Sequential cells colored by netlist name:
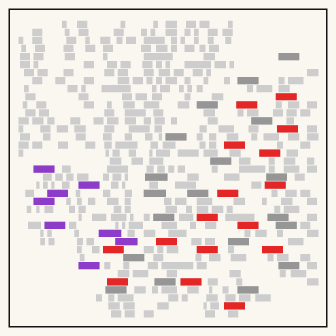
I/O nets highlighted:
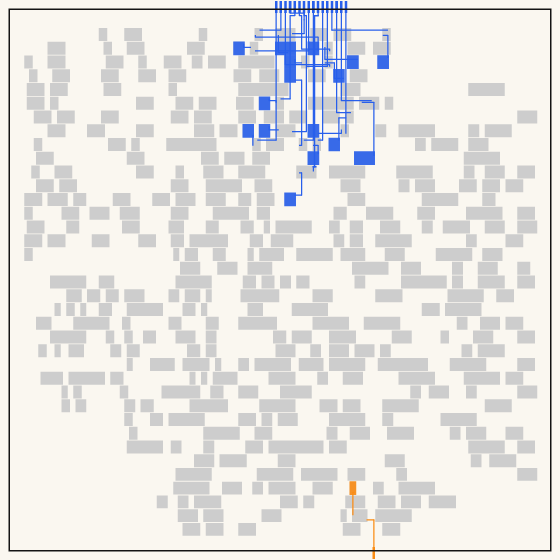
Placed standard cells:
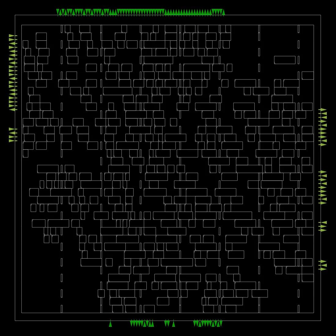
M3 wires:
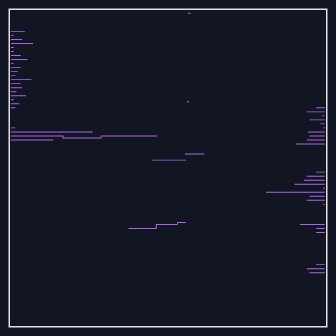
Wiring heat map:
21 x 21 tiles, from black (low) to pale yellow (high), scaled to the fullest tile. Values are wire area over tile area, all layers added.
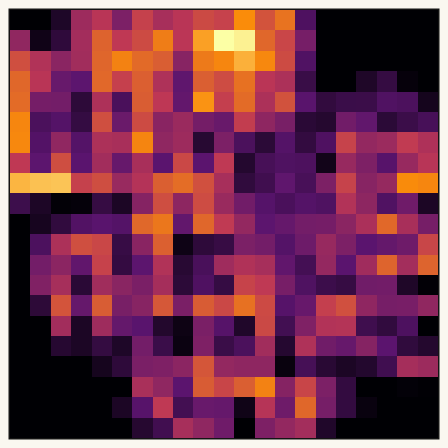
## src/rtl/mem_port_arbiter_pkg.sv

```systemverilog
// Shared widths, owner encoding and defaults for the CPU/VGA memory port arbiter.
package mem_port_arbiter_pkg;

  localparam int ADDR_W       = 15;
  localparam int DATA_W       = 16;
  localparam int MAX_WAIT_DEF = 8;
  localparam int CNT_W        = 8;

  typedef enum logic {
    OWN_CPU = 1'b0,
    OWN_VGA = 1'b1
  } owner_e;

endpackage

```

## src/rtl/arb_starve_cnt.sv

```systemverilog
// Saturating count of consecutive cycles the CPU has been kept waiting.
module arb_starve_cnt #(
  parameter int MAX_WAIT = mem_port_arbiter_pkg::MAX_WAIT_DEF
) (
  input  logic clk,
  input  logic reset,
  input  logic req_i,
  input  logic gnt_i,
  output logic sat_o
);
  import mem_port_arbiter_pkg::*;

  localparam logic [CNT_W-1:0] MAX_C = CNT_W'(MAX_WAIT);

  logic [CNT_W-1:0] cnt_q, cnt_d;

  always_comb begin
    cnt_d = cnt_q;
    if (!req_i || gnt_i) begin
      cnt_d = '0;
    end else if (cnt_q != MAX_C) begin
      cnt_d = cnt_q + 1'b1;
    end
  end

  always_ff @(posedge clk) begin
    if (!reset) begin
      cnt_q <= '0;
    end else begin
      cnt_q <= cnt_d;
    end
  end

  assign sat_o = (cnt_q == MAX_C);

endmodule

```

## src/rtl/mem_port_arbiter.sv

```systemverilog
// Single-port memory arbiter between a CPU and a VGA scan-out reader, one access per cycle.
module mem_port_arbiter #(
  parameter int ADDR_W   = mem_port_arbiter_pkg::ADDR_W,
  parameter int DATA_W   = mem_port_arbiter_pkg::DATA_W,
  parameter int MAX_WAIT = mem_port_arbiter_pkg::MAX_WAIT_DEF
) (
  input  logic              clk,
  input  logic              reset,
  input  logic              cpu_req_i,
  input  logic              cpu_we_i,
  input  logic [ADDR_W-1:0] cpu_addr_i,
  input  logic [DATA_W-1:0] cpu_wdata_i,
  output logic              cpu_gnt_o,
  output logic              cpu_rvalid_o,
  output logic [DATA_W-1:0] cpu_rdata_o,
  input  logic              vga_req_i,
  input  logic [ADDR_W-1:0] vga_addr_i,
  input  logic              vga_urgent_i,
  output logic              vga_gnt_o,
  output logic              vga_rvalid_o,
  output logic [DATA_W-1:0] vga_rdata_o,
  output logic              mem_en_o,
  output logic              mem_we_o,
  output logic [ADDR_W-1:0] mem_addr_o,
  output logic [DATA_W-1:0] mem_wdata_o,
  input  logic [DATA_W-1:0] mem_rdata_i
);
  import mem_port_arbiter_pkg::*;

  logic              cpu_gnt, vga_gnt, cpu_sat;
  owner_e            last_gnt_q, last_gnt_d;
  logic              rd_pend_q, rd_pend_d;
  owner_e            rd_own_q, rd_own_d;
  logic              cpu_rvalid, vga_rvalid;
  logic [DATA_W-1:0] cpu_rdata_q, cpu_rdata_d, vga_rdata_q, vga_rdata_d;

  arb_starve_cnt #(.MAX_WAIT(MAX_WAIT)) u_starve (
    .clk   (clk),
    .reset (reset),
    .req_i (cpu_req_i),
    .gnt_i (cpu_gnt),
    .sat_o (cpu_sat)
  );

  // Tie order: starved CPU, then urgent VGA, then whoever was not granted last.
  always_comb begin
    cpu_gnt = 1'b0;
    vga_gnt = 1'b0;
    if (reset) begin
      if (cpu_req_i && vga_req_i) begin
        if (cpu_sat) begin
          cpu_gnt = 1'b1;
        end else if (vga_urgent_i) begin
          vga_gnt = 1'b1;
        end else if (last_gnt_q == OWN_CPU) begin
          vga_gnt = 1'b1;
        end else begin
          cpu_gnt = 1'b1;
        end
      end else begin
        cpu_gnt = cpu_req_i;
        vga_gnt = vga_req_i;
      end
    end
  end

  always_comb begin
    mem_en_o    = cpu_gnt | vga_gnt;
    mem_we_o    = cpu_gnt & cpu_we_i;
    mem_addr_o  = '0;
    mem_wdata_o = '0;
    if (cpu_gnt) begin
      mem_addr_o  = cpu_addr_i;
      mem_wdata_o = cpu_wdata_i;
    end else if (vga_gnt) begin
      mem_addr_o  = vga_addr_i;
    end
  end

  // A return pending across a reset edge is suppressed by gating with reset.
  always_comb begin
    last_gnt_d = last_gnt_q;
    if (cpu_gnt) begin
      last_gnt_d = OWN_CPU;
    end else if (vga_gnt) begin
      last_gnt_d = OWN_VGA;
    end
    rd_pend_d   = (cpu_gnt & ~cpu_we_i) | vga_gnt;
    rd_own_d    = vga_gnt ? OWN_VGA : OWN_CPU;
    cpu_rvalid  = reset & rd_pend_q & (rd_own_q == OWN_CPU);
    vga_rvalid  = reset & rd_pend_q & (rd_own_q == OWN_VGA);
    cpu_rdata_d = cpu_rvalid ? mem_rdata_i : cpu_rdata_q;
    vga_rdata_d = vga_rvalid ? mem_rdata_i : vga_rdata_q;
  end

  always_ff @(posedge clk) begin
    if (!reset) begin
      last_gnt_q  <= OWN_VGA;
      rd_pend_q   <= 1'b0;
      rd_own_q    <= OWN_CPU;
      cpu_rdata_q <= '0;
      vga_rdata_q <= '0;
    end else begin
      last_gnt_q  <= last_gnt_d;
      rd_pend_q   <= rd_pend_d;
      rd_own_q    <= rd_own_d;
      cpu_rdata_q <= cpu_rdata_d;
      vga_rdata_q <= vga_rdata_d;
    end
  end

  assign cpu_gnt_o    = cpu_gnt;
  assign vga_gnt_o    = vga_gnt;
  assign cpu_rvalid_o = cpu_rvalid;
  assign vga_rvalid_o = vga_rvalid;
  assign cpu_rdata_o  = cpu_rdata_d;
  assign vga_rdata_o  = vga_rdata_d;

endmodule

```

## config.mk

```make
export PLATFORM = sky130hd
export DESIGN_NAME = mem_port_arbiter
export DESIGN_NICKNAME = d
export VERILOG_FILES = /design/src/rtl/mem_port_arbiter_pkg.sv /design/src/rtl/arb_starve_cnt.sv /design/src/rtl/mem_port_arbiter.sv
export SDC_FILE = /design/constraint.sdc
export NUM_CORES = 1
export LEC_CHECK = 0
export CELL_PAD_IN_SITES_DETAIL_PLACEMENT = 1
export CELL_PAD_IN_SITES_GLOBAL_PLACEMENT = 2
export CORE_MARGIN = 2
export CORE_UTILIZATION = 20
export CTS_CLUSTER_DIAMETER = 120
export CTS_CLUSTER_SIZE = 14
export DETAILED_ROUTE_END_ITERATION = 10
export PLACE_DENSITY_LB_ADDON = 0.1
export REMOVE_ABC_BUFFERS = 1
export SETUP_SLACK_MARGIN = 0.4
export SYNTH_ARGS = -nofsm -noshare
export SYNTH_HDL_FRONTEND = slang
export SYNTH_SLANG_ARGS = --single-unit
```

## constraint.sdc

```tcl
create_clock -name clk -period 2.3 [get_ports clk]
set_input_delay 0.345 -clock clk [delete_from_list [all_inputs] [get_ports clk]]
set_output_delay 0.345 -clock clk [all_outputs]
set_load 0.01 [all_outputs]
```

==> run_results.csv <==
group,metric,value,unit
pwr,vdd_drop_max,0.0002341,V
finish,nClkBuffers,5,
synthesis,edf_count,0,
finish,flop_area,865.8,µm²
global_routing,grt_start_max_net_pins,35,
placement,dp_hpwl,5.798,mm
placement,place_congestion,0.6706,
final_timing,worst_hold_slack,526.1,ps
setup_path,worst_ep_arrival_time,2270,ps
route,antenna_left,0,
pwr,combPwrFrac,0.274,
synthesis,synth.cell_area,2116,µm²
pwr,p_clk,0.000618,W
synthesis,synthAdderAreaFrac,0.01183,
clock_network,insertion_delay,300,ps
setup_path,timing.rr.start,"u_starve.cnt_q[0]",
floorplanning,die_x,106.9,µm
global_routing,grt_overflow,0,
synthesis,ys.warnings.count,0,
finish,final_area,4240,µm²
clock_network,clk_pin_slew,100,ps
pwr,power_leader,"sequential cells",
setup_path,cp_slowest_cell,"or4b_4",
final_timing,post-route-min-period,2617,ps
setup_path,crit_chain,"inv_2, ha_2, or4b_4, o211ai_4, buf_6, buf_12, buf_8, buf_6, a32o_1, buf_2",
setup_path,endpoint,"mem_addr_o[4]",
floorplanning,coreArea,10280,µm²
setup_path,rr_endpoint,"u_starve.cnt_q[2]",
floorplanning,die_height,106.9,µm
floorplanning,rows,37,
route,drtPass1Iterations,4,
synthesis,topCellsByArea,"dfxtp_1, mux2_2, and2_1",
global_routing,grt_pass1_wl,12.23,mm
synthesis,synthArstFlopShare,0,
synthesis,xor_share,0.01242,
synthesis,ys_top_logic_family,"simple AND/OR/NAND/NOR gates",
clock_network,htreeDepth,2,
synthesis,mux_area_frac,0.1703,
synthesis,compound_area_frac,0.1248,
setup_path,cp_max_fo,8,
final_timing,maxSlewViolCount,0,
final_timing,hold_viol,0,
floorplanning,dieArea,11420,µm²
final_timing,worst_slew_pin_slew,544.5,ps
run_status,status,"complete, but fails checks",
route,routed.top_layer,"met4",
synthesis,ys.flop_type,"dfxtp_1",
synthesis,yosys_cells,206,
finish,comb_area_frac,0.2915,
pwr,p_leak,1.957,nW
global_routing,grt_pass1_vias,2311,
setup_path,cp_common_cell,"buf_6",
finish,signal_buffers,185,
setup_path,crit_start,"u_starve.cnt_q[0]",
global_routing,met1_usage,0.1613,
setup_path,cp_slowest_stage_delay,500,ps
final_timing,setup_slack,-316.6,ps
pwr,seqPwrFrac,0.403,
placement,dpl_worst_slack,-251.3,ps
run_status,violations,"setup timing",
finish,lay_top_count,"clkdlybuf4s50_1",
clock_network,cts_hold_buf,0,
global_routing,grt.busiest_layer,"met2",
setup_path,worst-path-stages,10,
route,m1WireLength,3.420,mm
final_timing,setup_viol,33,
synthesis,ys_sh_simple,0.2212,
worst_hold_path,hold_path_class,"register to register",
setup_path,r2r_slack,410,ps
route,drt_first_iter_violations,45,
final_timing,clock_skew,10.37,ps
finish,final_cells,520,
synthesis,yosys.cell_count.top_type,"dfxtp_1",
finish,num-multi-input-gates,141,
finish,final-nonclk-buf-share,0.4308,
global_routing,use_met2,0.2530,
synthesis,synth_flops,43,
final_timing,rsz0062_at_grt,"true",
finish,antenna_cells,0,
About 'sequential cells colored by netlist name':
signal	color	placed flops
`u_starve.cnt_q`	purple	8
`vga_rdata_q`	red	16
Seq group: 0.000772 W
flop share of the area: 0.2042

About 'I/O nets highlighted':
port	color	bits	direction	edge	end cells	buffers	wire
`cpu_rvalid_o`	orange	1	output	bottom	1	1	11.6 µm
`mem_wdata_o`	blue	16	output	top	16	16	429 µm
port bufs: 136
# IOs: 137

About 'placed standard cells':
final-layout fill cell count: 1,150
fin util: 0.4126
flip-flops: 43

About 'M3 wires':
nets with wire on the layer	51
main direction	horizontal
share of all routed wire	3.8%
drt total wl: 8.082 mm
M3 GR Usage: 0.03161

About 'wiring heat map':
tiles over half the peak	22%
mean over tiles	0.11
fullest tile	0.35
densest ninth of the die	top middle
nearly empty tiles	16%
Global Route Usage Sum: 0.1356
post-DR wirelength/cell: 15.54 µm

No activity file was given, so power comes from the tool's default toggle rates.
